--- src/rtl/dmem_pkg.sv ---
// dmem_pkg: access-size encodings and responder FSM states shared by
// data_memory_responder and lane_formatter.
package dmem_pkg;
    localparam logic [1:0] SIZE_BYTE = 2'b00;
    localparam logic [1:0] SIZE_HALF = 2'b01;
    localparam logic [1:0] SIZE_WORD = 2'b10;
    localparam logic [1:0] SIZE_ILL  = 2'b11;
    typedef enum logic [2:0] {IDLE, READ, CAPTURE, WRITE, RESP} state_t;
endpackage

--- src/rtl/lane_formatter.sv ---
// lane_formatter: extracts and extends the addressed load lane, and merges
// store data into the addressed lane(s) of a memory word.
module lane_formatter
    import dmem_pkg::*;
(
    input  logic [1:0]  addr,
    input  logic [1:0]  size,
    input  logic        zext,
    input  logic [31:0] rdata,
    input  logic [31:0] wdata,
    output logic [31:0] load_data,
    output logic [31:0] merge_data
);
    logic [7:0]  b;
    logic [15:0] h;
    logic [31:0] mask;
    logic [31:0] lanes;
    always_comb begin
        b = rdata[{addr, 3'b000} +: 8];
        h = rdata[{addr[1], 4'b0000} +: 16];
        load_data = size == SIZE_BYTE ? {{24{b[7] & ~zext}}, b} :
                    size == SIZE_HALF ? {{16{h[15] & ~zext}}, h} : rdata;
        // store data is replicated to every lane; the mask picks the target lane(s)
        mask = size == SIZE_BYTE ? 32'hFF << {addr, 3'b000} :
               size == SIZE_HALF ? 32'hFFFF << {addr[1], 4'b0000} : 32'hFFFF_FFFF;
        lanes = size == SIZE_BYTE ? {4{wdata[7:0]}} :
                size == SIZE_HALF ? {2{wdata[15:0]}} : wdata;
        merge_data = (rdata & ~mask) | (lanes & mask);
    end
endmodule

--- src/rtl/data_memory_responder.sv ---
// data_memory_responder: CPU load/store front end to a word-wide synchronous memory.
// Define MISALIGN_TRAP_EN to reject misaligned half/word accesses with resp_err.
module data_memory_responder
    import dmem_pkg::*;
#(
    parameter int ADDR_W  = 16,
    parameter int WORD_AW = ADDR_W - 2
) (
    input  logic               clk,
    input  logic               rst_n,
    input  logic               req_valid,
    output logic               req_ready,
    input  logic [ADDR_W-1:0]  req_addr,
    input  logic               req_we,
    input  logic [1:0]         req_size,
    input  logic               req_zext,
    input  logic [31:0]        req_wdata,
    output logic               resp_valid,
    input  logic               resp_ready,
    output logic [31:0]        resp_rdata,
    output logic               resp_err,
    output logic [WORD_AW-1:0] mem_addr,
    output logic               mem_re,
    input  logic [31:0]        mem_rdata,
    output logic               mem_we,
    output logic [31:0]        mem_wdata
);
    state_t      state;
    logic [1:0]  addr_lo;
    logic        we_q;
    logic [1:0]  size_q;
    logic        zext_q;
    logic [31:0] wdata_q;
    logic [31:0] load_data;
    logic [31:0] merge_data;
    logic        illegal;

    always_comb begin
`ifdef MISALIGN_TRAP_EN
        illegal = req_size == SIZE_ILL ||
                  (req_size == SIZE_HALF && req_addr[0]) ||
                  (req_size == SIZE_WORD && req_addr[1:0] != 2'b00);
`else
        illegal = req_size == SIZE_ILL;
`endif
    end

    lane_formatter u_fmt (
        .addr       (addr_lo),
        .size       (size_q),
        .zext       (zext_q),
        .rdata      (mem_rdata),
        .wdata      (wdata_q),
        .load_data  (load_data),
        .merge_data (merge_data)
    );

    always_ff @(posedge clk or negedge rst_n) begin
        if (!rst_n) begin
            state      <= IDLE;
            req_ready  <= 1'b0;
            resp_valid <= 1'b0;
            resp_err   <= 1'b0;
            resp_rdata <= '0;
            mem_re     <= 1'b0;
            mem_we     <= 1'b0;
            mem_addr   <= '0;
            mem_wdata  <= '0;
            addr_lo    <= '0;
            we_q       <= 1'b0;
            size_q     <= SIZE_BYTE;
            zext_q     <= 1'b0;
            wdata_q    <= '0;
        end else begin
            mem_re <= 1'b0;
            mem_we <= 1'b0;
            case (state)
                IDLE: begin
                    req_ready <= 1'b1;
                    if (req_valid && req_ready) begin
                        req_ready <= 1'b0;
                        addr_lo   <= req_addr[1:0];
                        we_q      <= req_we;
                        size_q    <= req_size;
                        zext_q    <= req_zext;
                        wdata_q   <= req_wdata;
                        mem_addr  <= WORD_AW'(req_addr >> 2);
                        if (illegal) begin
                            resp_valid <= 1'b1;
                            resp_err   <= 1'b1;
                            resp_rdata <= '0;
                            state      <= RESP;
                        end else if (req_we && req_size == SIZE_WORD) begin
                            mem_we    <= 1'b1;
                            mem_wdata <= req_wdata;
                            state     <= WRITE;
                        end else begin
                            mem_re <= 1'b1;
                            state  <= READ;
                        end
                    end
                end
                READ: state <= CAPTURE;
                // mem_rdata is valid this cycle: finish a load or merge a partial store
                CAPTURE: begin
                    if (we_q) begin
                        mem_we    <= 1'b1;
                        mem_wdata <= merge_data;
                        state     <= WRITE;
                    end else begin
                        resp_valid <= 1'b1;
                        resp_err   <= 1'b0;
                        resp_rdata <= load_data;
                        state      <= RESP;
                    end
                end
                WRITE: begin
                    resp_valid <= 1'b1;
                    resp_err   <= 1'b0;
                    resp_rdata <= '0;
                    state      <= RESP;
                end
                RESP: begin
                    if (resp_ready) begin
                        resp_valid <= 1'b0;
                        resp_err   <= 1'b0;
                        resp_rdata <= '0;
                        req_ready  <= 1'b1;
                        state      <= IDLE;
                    end
                end
                default: state <= IDLE;
            endcase
        end
    end
endmodule

--- config.mk ---
export PLATFORM = sky130hd
export DESIGN_NAME = data_memory_responder
export DESIGN_NICKNAME = d
export VERILOG_FILES = /design/src/rtl/dmem_pkg.sv /design/src/rtl/lane_formatter.sv /design/src/rtl/data_memory_responder.sv
export SDC_FILE = /design/constraint.sdc
export NUM_CORES = 1
export LEC_CHECK = 0
export CAP_MARGIN = 10
export CORE_UTILIZATION = 35
export CTS_BUF_LIST = sky130_fd_sc_hd__clkbuf_8
export DETAILED_ROUTE_END_ITERATION = 6
export GPL_TIMING_DRIVEN = 0
export HOLD_SLACK_MARGIN = 0.02
export PLACE_DENSITY_LB_ADDON = 0.08
export SLEW_MARGIN = 0
export SYNTH_ARGS = -nofsm -noshare
export SYNTH_HDL_FRONTEND = slang
export SYNTH_SLANG_ARGS = --single-unit
--- constraint.sdc ---
create_clock -name clk -period 1.6 [get_ports clk]
set_input_delay 0.32 -clock clk [delete_from_list [all_inputs] [get_ports clk]]
set_output_delay 0.32 -clock clk [all_outputs]
set_load 0.01 [all_outputs]
### Sizing map, run 1

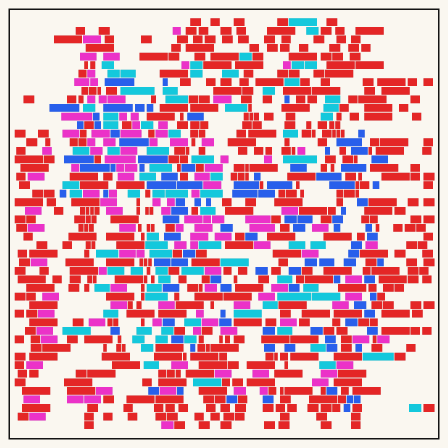
_6 and larger -> cyan  # cells 79, share 9.9%
_0 and _1 cells -> red  # cells 503, share 63%
_2 cells -> blue  # cells 99, share 12%
_3 and _4 cells -> magenta  # cells 113, share 14%
final instance area: 10100 sq um
fin worst setup slack: -179 ps
synth-to-layout area growth: 61.6%

### Port wiring, run 1

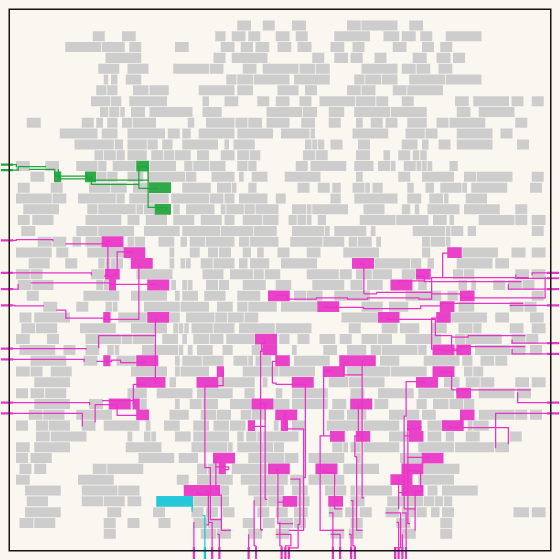
req_size -> green  # direction input, edge west, end cells 5, buffers 2, wire 96.3 um
mem_we -> cyan  # direction output, edge south, end cells 1, buffers 1, wire 10.5 um
req_wdata -> magenta  # direction input, edge 16 south, 8 east, 8 west, end cells 64, buffers 32, wire 1400 um

### Wiring heat map, run 1

The bar under the picture is 50 um long. 27 x 27 tiles, from dark purple (low) to yellow (high), scaled to the fullest tile. Values are wire area over tile area, all layers added.
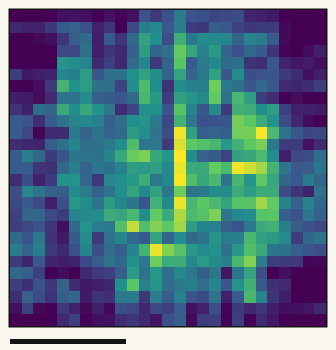
mean over tiles = 0.20
tiles over half the peak = 21%
densest ninth of the die = center
fullest tile = 0.60

### Track usage over the die, run 1

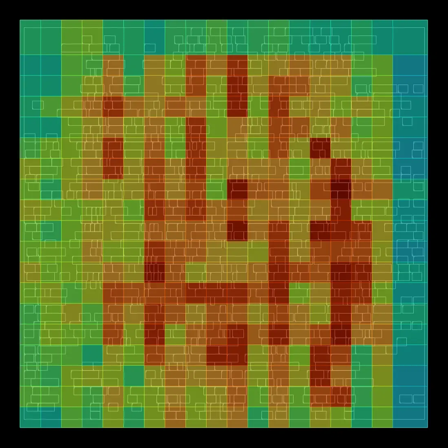
met3 GRT Util: 6.32%
routing usage on met2: 38.5%
most crowded layer after global routing: met2
met1 usage: 32.4%

==> GITHUB_STEP_SUMMARY, run 1 <==
### Yosys + OpenROAD results

| Metric | Value |
|---|---|
| Status | `finished, violations left` |
| Failing checks | `negative setup slack` |
| Final Max Slew Viols | `0` |
| Most instantiated logic cell after routing | `dfrtp_1` |
| Die Span X | `136 um` |
| Synth warn | `0` |
| Combinational share of cell area | `35.0%` |
| VDD IR max | `0.000908 V` |
| I/O pin count | `171` |
| First drt pass iteration count | `5` |
| Worst EP required | `1930 ps` |
| Congestion Overflow GR | `0` |
| First-pass GRT wire length | `33.7 mm` |
| DR vias | `5686` |
| Share of layout cells above drive strength 1 | `36.6%` |
| Total GRT Usage | `24.7%` |
| XOR/XNOR Area Share | `0%` |
| Leak pwr | `4.50 nW` |
| Post-DP HPWL | `15.5 mm` |
| Met3 routed WL | `1.38 mm` |
| EDFF count, synth | `0` |
| Root Driver | `clkbuf_8` |
| Asr flop ratio synth | `100%` |
| ClkCell Share | `3.92%` |
| Top cells excl fill/tap | `dfrtp_1 (116), clkdlybuf4s50_1 (86), dlygate4sd2_1 (83)` |
| Max power group | `combinational logic` |
| NonClk Buf Share | `26.8%` |
| Placed Area | `8340 sq um` |
| Synth Flop Type | `dfrtp_1` |
| DRT antenna net count | `0` |
| Repair and plain buffers | `262` |
| Crit path depth | `7` |
| Setup violators final | `109` |
| RSZ-0062 raised after global routing | `yes` |
| Tool Warnings | `29` |
| Via density | `5.58` |
| Biggest Area Class | `multi-input combinational cells` |
| RR Endpoint | `wdata_q[23]$_DFFE_PN0P_` |
| Registers, synthesis | `124` |
| Clk pwr | `0.00287 W` |
| WP buf/inv | `4` |
| Logic power comb | `0.0118 W` |
| Place WS | `-716 ps` |
| Worst Tran Pin Value | `709 ps` |
| Tcrit/Tclk final | `111%` |
| Flop share of the area | `30.7%` |
| R2r setup slk | `-180 ps` |
| Critical path's top delay family | `buffers and inverters` |
| Cell taking the most area after synthesis | `dfrtp_1` |
| Top cell area share | `49.5%` |
| Critical-path maximum fanout | `5` |
| Syn_area_per_cell | `11.5 sq um` |
| Fp util | `36.0%` |
| Maximum Capacitance Violations | `0` |
| Post-CTS Resized | `235` |
| Inst Count DP | `942` |
| Fmax | `562 MHz` |
| Die Ht | `136 um` |
| Drt wl/cell | `22.5 um` |
| Layout fillers | `1463` |
| Capturing element type of the critical path | `register` |
| Sink Count | `124` |
| Aoi share | `17.3%` |
| FA/HA/MAJ Cells, Area Fraction | `0%` |
| Final worst path period need | `1780 ps` |
| Clock buf count | `20` |
| Synth Cell Area | `6270 sq um` |
| WL final | `22.9 mm` |
| Mux share | `19.1%` |
| Met1 wire length | `10.2 mm` |
| Proportion of power drawn by combinational gates | `57.6%` |
| Final Non-Filler Cells | `1019` |
| Switch Pwr | `0.00787 W` |
| Reg power frac | `28.4%` |
| Drt drc | `0` |
| Cells in synth_stat.txt | `546` |
| Total power | `0.0205 W` |
| CP Cell Sequence | `nand4bb_4 -> buf_6 -> nor2_4 -> buf_8 -> buf_6 -> buf_8 -> mux2_4` |
| Top Layer Used | `met4` |
| Synth logic family | `multiplexers` |
| Initial antenna violation count | `0` |
| Initial drt markers | `297` |
| Synth cell types | `47` |
| CTS tree | `done` |
| Pwr dens | `2020 nW/um^2` |
| FF+latch count | `124` |
| Die footprint | `18400 sq um` |
| Syn Nets | `634` |
| Critical Path Source | `state[0]$_DFFE_PN0P_` |
| Final Skew | `9.61 ps` |
| Hold Buf Count CTS | `1` |
| Hold Vio Cnt, Final | `0` |
| CTS Buf Count | `17` |
| Worst hold path class | `input pin to async pin` |
| Worst slew margin | `52.7%` |
| Post-Synthesis Cells | `546` |
| Arr. time, crit path | `2100 ps` |
| Top post-synthesis cells by count | `dfrtp_1 (124), mux2_2 (67), nand2_1 (53)` |
| Crit Path Category | `register to register` |
| P_int | `0.0126 W` |
| Switching Fraction | `38.4%` |
| Seq/Total Area, Yosys | `49.5%` |
| Clock network power share | `14.0%` |
| Setup TNS | `-10550 ps` |
| Clock transition at path regs | `80 ps` |
| Setup Buffers After CTS | `29` |
| YS chip area | `6270 sq um` |
| Sequential power | `0.00582 W` |
| Gp weighted congestion | `0.871` |
| Worst R2R Start | `state[0]$_DFFE_PN0P_` |
| Most frequent cell after synthesis | `dfrtp_1` |
| Antenna cells | `0` |
| Tapcells | `225` |
| Core Util, Final | `58.2%` |
| Max incr delay on CP | `430 ps` |
| Fin nets | `872` |
| Met2 wire length | `10.6 mm` |
| Slowest-stage cell, CP | `dfrtp_2` |
| Fin worst setup slack | `-179 ps` |
| Startpoint Class | `register` |
| Largest net degree at the start of global routing | `75` |
| Placeable Area | `17400 sq um` |
| Total area of sequential cells | `3110 sq um` |
| Logic area | `3550 sq um` |
| PortBufs | `170` |
| Vias in the first global route | `5894` |
| Largest regs | `mem_wdata: 32 flops, resp_rdata: 32 flops, wdata_q: 32 flops` |
| WHS | `455 ps` |
| R2R depth | `7` |
| Inverters | `18` |
| Most area-consuming cells after synthesis | `dfrtp_1 (50%), mux2_2 (12%), mux2i_1 (4.2%)` |
| Simple share | `9.35%` |
| H-tree depth | `4` |
| Longest Clk Path Bufs | `2` |
### Placed cells, one color a class, run 1

The bar under the picture is 50 um long.
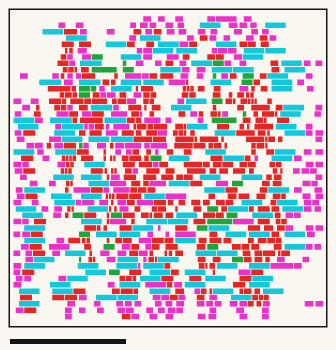

==> inputs of run 2 (changes only) <==
--- a/config.mk
+++ b/config.mk
@@ -8,5 +8,4 @@
 export CAP_MARGIN = 10
 export CORE_UTILIZATION = 35
-export CTS_BUF_LIST = sky130_fd_sc_hd__clkbuf_8
 export DETAILED_ROUTE_END_ITERATION = 6
 export GPL_TIMING_DRIVEN = 0
==> constraint.sdc (replaced) <==
create_clock -name clk -period 1.6 [get_ports clk]
set_input_delay 0.16 -clock clk [delete_from_list [all_inputs] [get_ports clk]]
set_output_delay 0.16 -clock clk [all_outputs]
set_load 0.01 [all_outputs]
### Placed cells, one color a class, run 2

The bar under the picture is 50 um long.
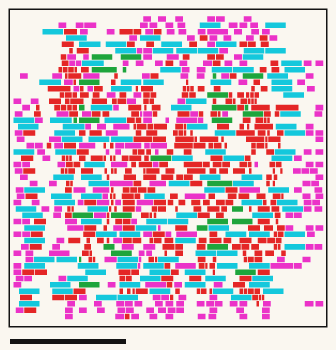
combinational and other logic -> red  # cells 379, share of their area 35%
clock drivers and dummy loads -> green  # cells 29, share of their area 5.9%
sequential cells -> cyan  # cells 124, share of their area 31%
remaining buffers and delay cells -> magenta  # cells 256, share of their area 28%
final instance area: 10300 sq um
flop share of the area: 30.2%
FP Rows: 48
Placeable Area: 17400 sq um

### Sizing map, run 2

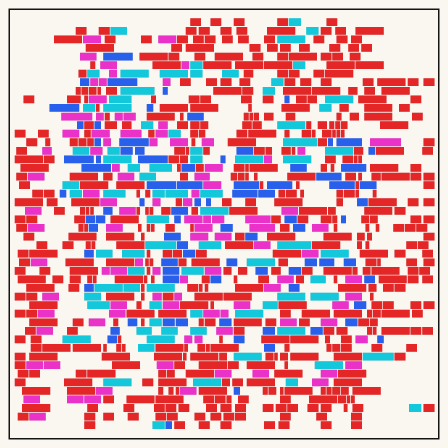
synth-to-layout area growth: 64.3%
fin worst setup slack: -191 ps
Repair and plain buffers: 256

==> run 2 against run 1 <==
The run still ends with negative setup slack left. Routed wire length grew 0.12%. Clock skew shrank 3.3 ps. Synthesized cell count is the same. Global-route usage shrank 0.34 points. Worst hold slack lost 130 ps. Critical path type unchanged. Critical endpoint is now mem_wdata[0]$_DFFE_PN0P_. Largest cell class unchanged.
==> GITHUB_STEP_SUMMARY, run 2 <==
### Yosys + OpenROAD results

| Metric | Value |
|---|---|
| CP Cell Sequence | `nand4bb_4 -> o31a_1 -> clkinv_4 -> clkbuf_16 -> nand3_1 -> o211ai_1` |
| Met2 wire length | `10.9 mm (+2.0%)` |
| RSZ-0062 raised after global routing | `yes` |
| Status | `finished, violations left` |
| Layout fillers | `1416 (-3.2%)` |
| Fmax | `558 MHz (-0.66%)` |
| Worst hold path class | `input pin to register` |
| Met1 usage | `31.9% (-0.48 points)` |
| Drt drc | `0 (unchanged)` |
| Logic area | `3430 sq um (-3.4%)` |
| WP buf/inv | `2 (-2)` |
| CTS tree | `done` |
| Cells in synth_stat.txt | `546 (unchanged)` |
| Top cells excl fill/tap | `clkdlybuf4s50_1 (168), dfrtp_1 (116), mux2_4 (50)` |
| Logic power comb | `0.0123 W (+4%)` |
| Aoi share | `17.3% (unchanged)` |
| Asr flop ratio synth | `100% (unchanged)` |
| Post-Synthesis Cells | `546 (unchanged)` |
| Place WS | `-556 ps (+160 ps)` |
| WHS | `324 ps (-131 ps)` |
| Seq/Total Area, Yosys | `49.5% (unchanged)` |
| Total GRT Usage | `24.4% (-0.34 points)` |
| Synth cell types | `47 (unchanged)` |
| Simple share | `9.35% (unchanged)` |
| Inst Count DP | `942 (unchanged)` |
| Worst slew margin | `52.6% (-0.059 points)` |
| Inverters | `18 (unchanged)` |
| Clock buf count | `21 (+5.0%)` |
| Startpoint Class | `register` |
| Top Layer Used | `met4` |
| Clk pwr | `0.00391 W (+36%)` |
| Final worst path period need | `1790 ps (+11.9 ps)` |
| R2R depth | `6 (-1)` |
| Switching Fraction | `35.9% (-2.4 points)` |
| Pwr dens | `2140 nW/um^2 (+5.8%)` |
| Top cell area share | `49.5% (unchanged)` |
| Setup violators final | `114 (+4.6%)` |
| Final Skew | `6.29 ps (-3.32 ps)` |
| Fin worst setup slack | `-191 ps (-11.9 ps)` |
| Initial drt markers | `384 (+29%)` |
| YS chip area | `6270 sq um (unchanged)` |
| I/O pin count | `171 (unchanged)` |
| Slowest-stage cell, CP | `dfrtp_2` |
| Top post-synthesis cells by count | `dfrtp_1 (124), mux2_2 (67), nand2_1 (53)` |
| Fin nets | `866 (-0.69%)` |
| Arr. time, crit path | `2130 ps (+30 ps)` |
| Mux share | `19.1% (unchanged)` |
| Sequential power | `0.00586 W (+0.7%)` |
| Worst Tran Pin Value | `710 ps (+0.886 ps)` |
| P_int | `0.0141 W (+12%)` |
| Failing checks | `negative setup slack` |
| H-tree depth | `4 (unchanged)` |
| Hold Vio Cnt, Final | `0 (unchanged)` |
| Antenna cells | `0 (unchanged)` |
| Reg power frac | `26.6% (-1.8 points)` |
| Registers, synthesis | `124 (unchanged)` |
| Placed Area | `8340 sq um (unchanged)` |
| Clock network power share | `17.7% (+3.7 points)` |
| Critical path's top delay family | `AND-OR/OR-AND gates` |
| Met1 wire length | `10.0 mm (-1.7%)` |
| Most area-consuming cells after synthesis | `dfrtp_1 (50%), mux2_2 (12%), mux2i_1 (4.2%)` |
| XOR/XNOR Area Share | `0% (unchanged)` |
| Critical-path maximum fanout | `7 (+2)` |
| RR Endpoint | `mem_wdata[0]$_DFFE_PN0P_` |
| Fp util | `36.0% (unchanged)` |
| Vias in the first global route | `5755 (-2.4%)` |
| Critical Path Source | `state[0]$_DFFE_PN0P_` |
| First drt pass iteration count | `5 (unchanged)` |
| Synth Flop Type | `dfrtp_1` |
Power is estimated from default activity; no workload was simulated.
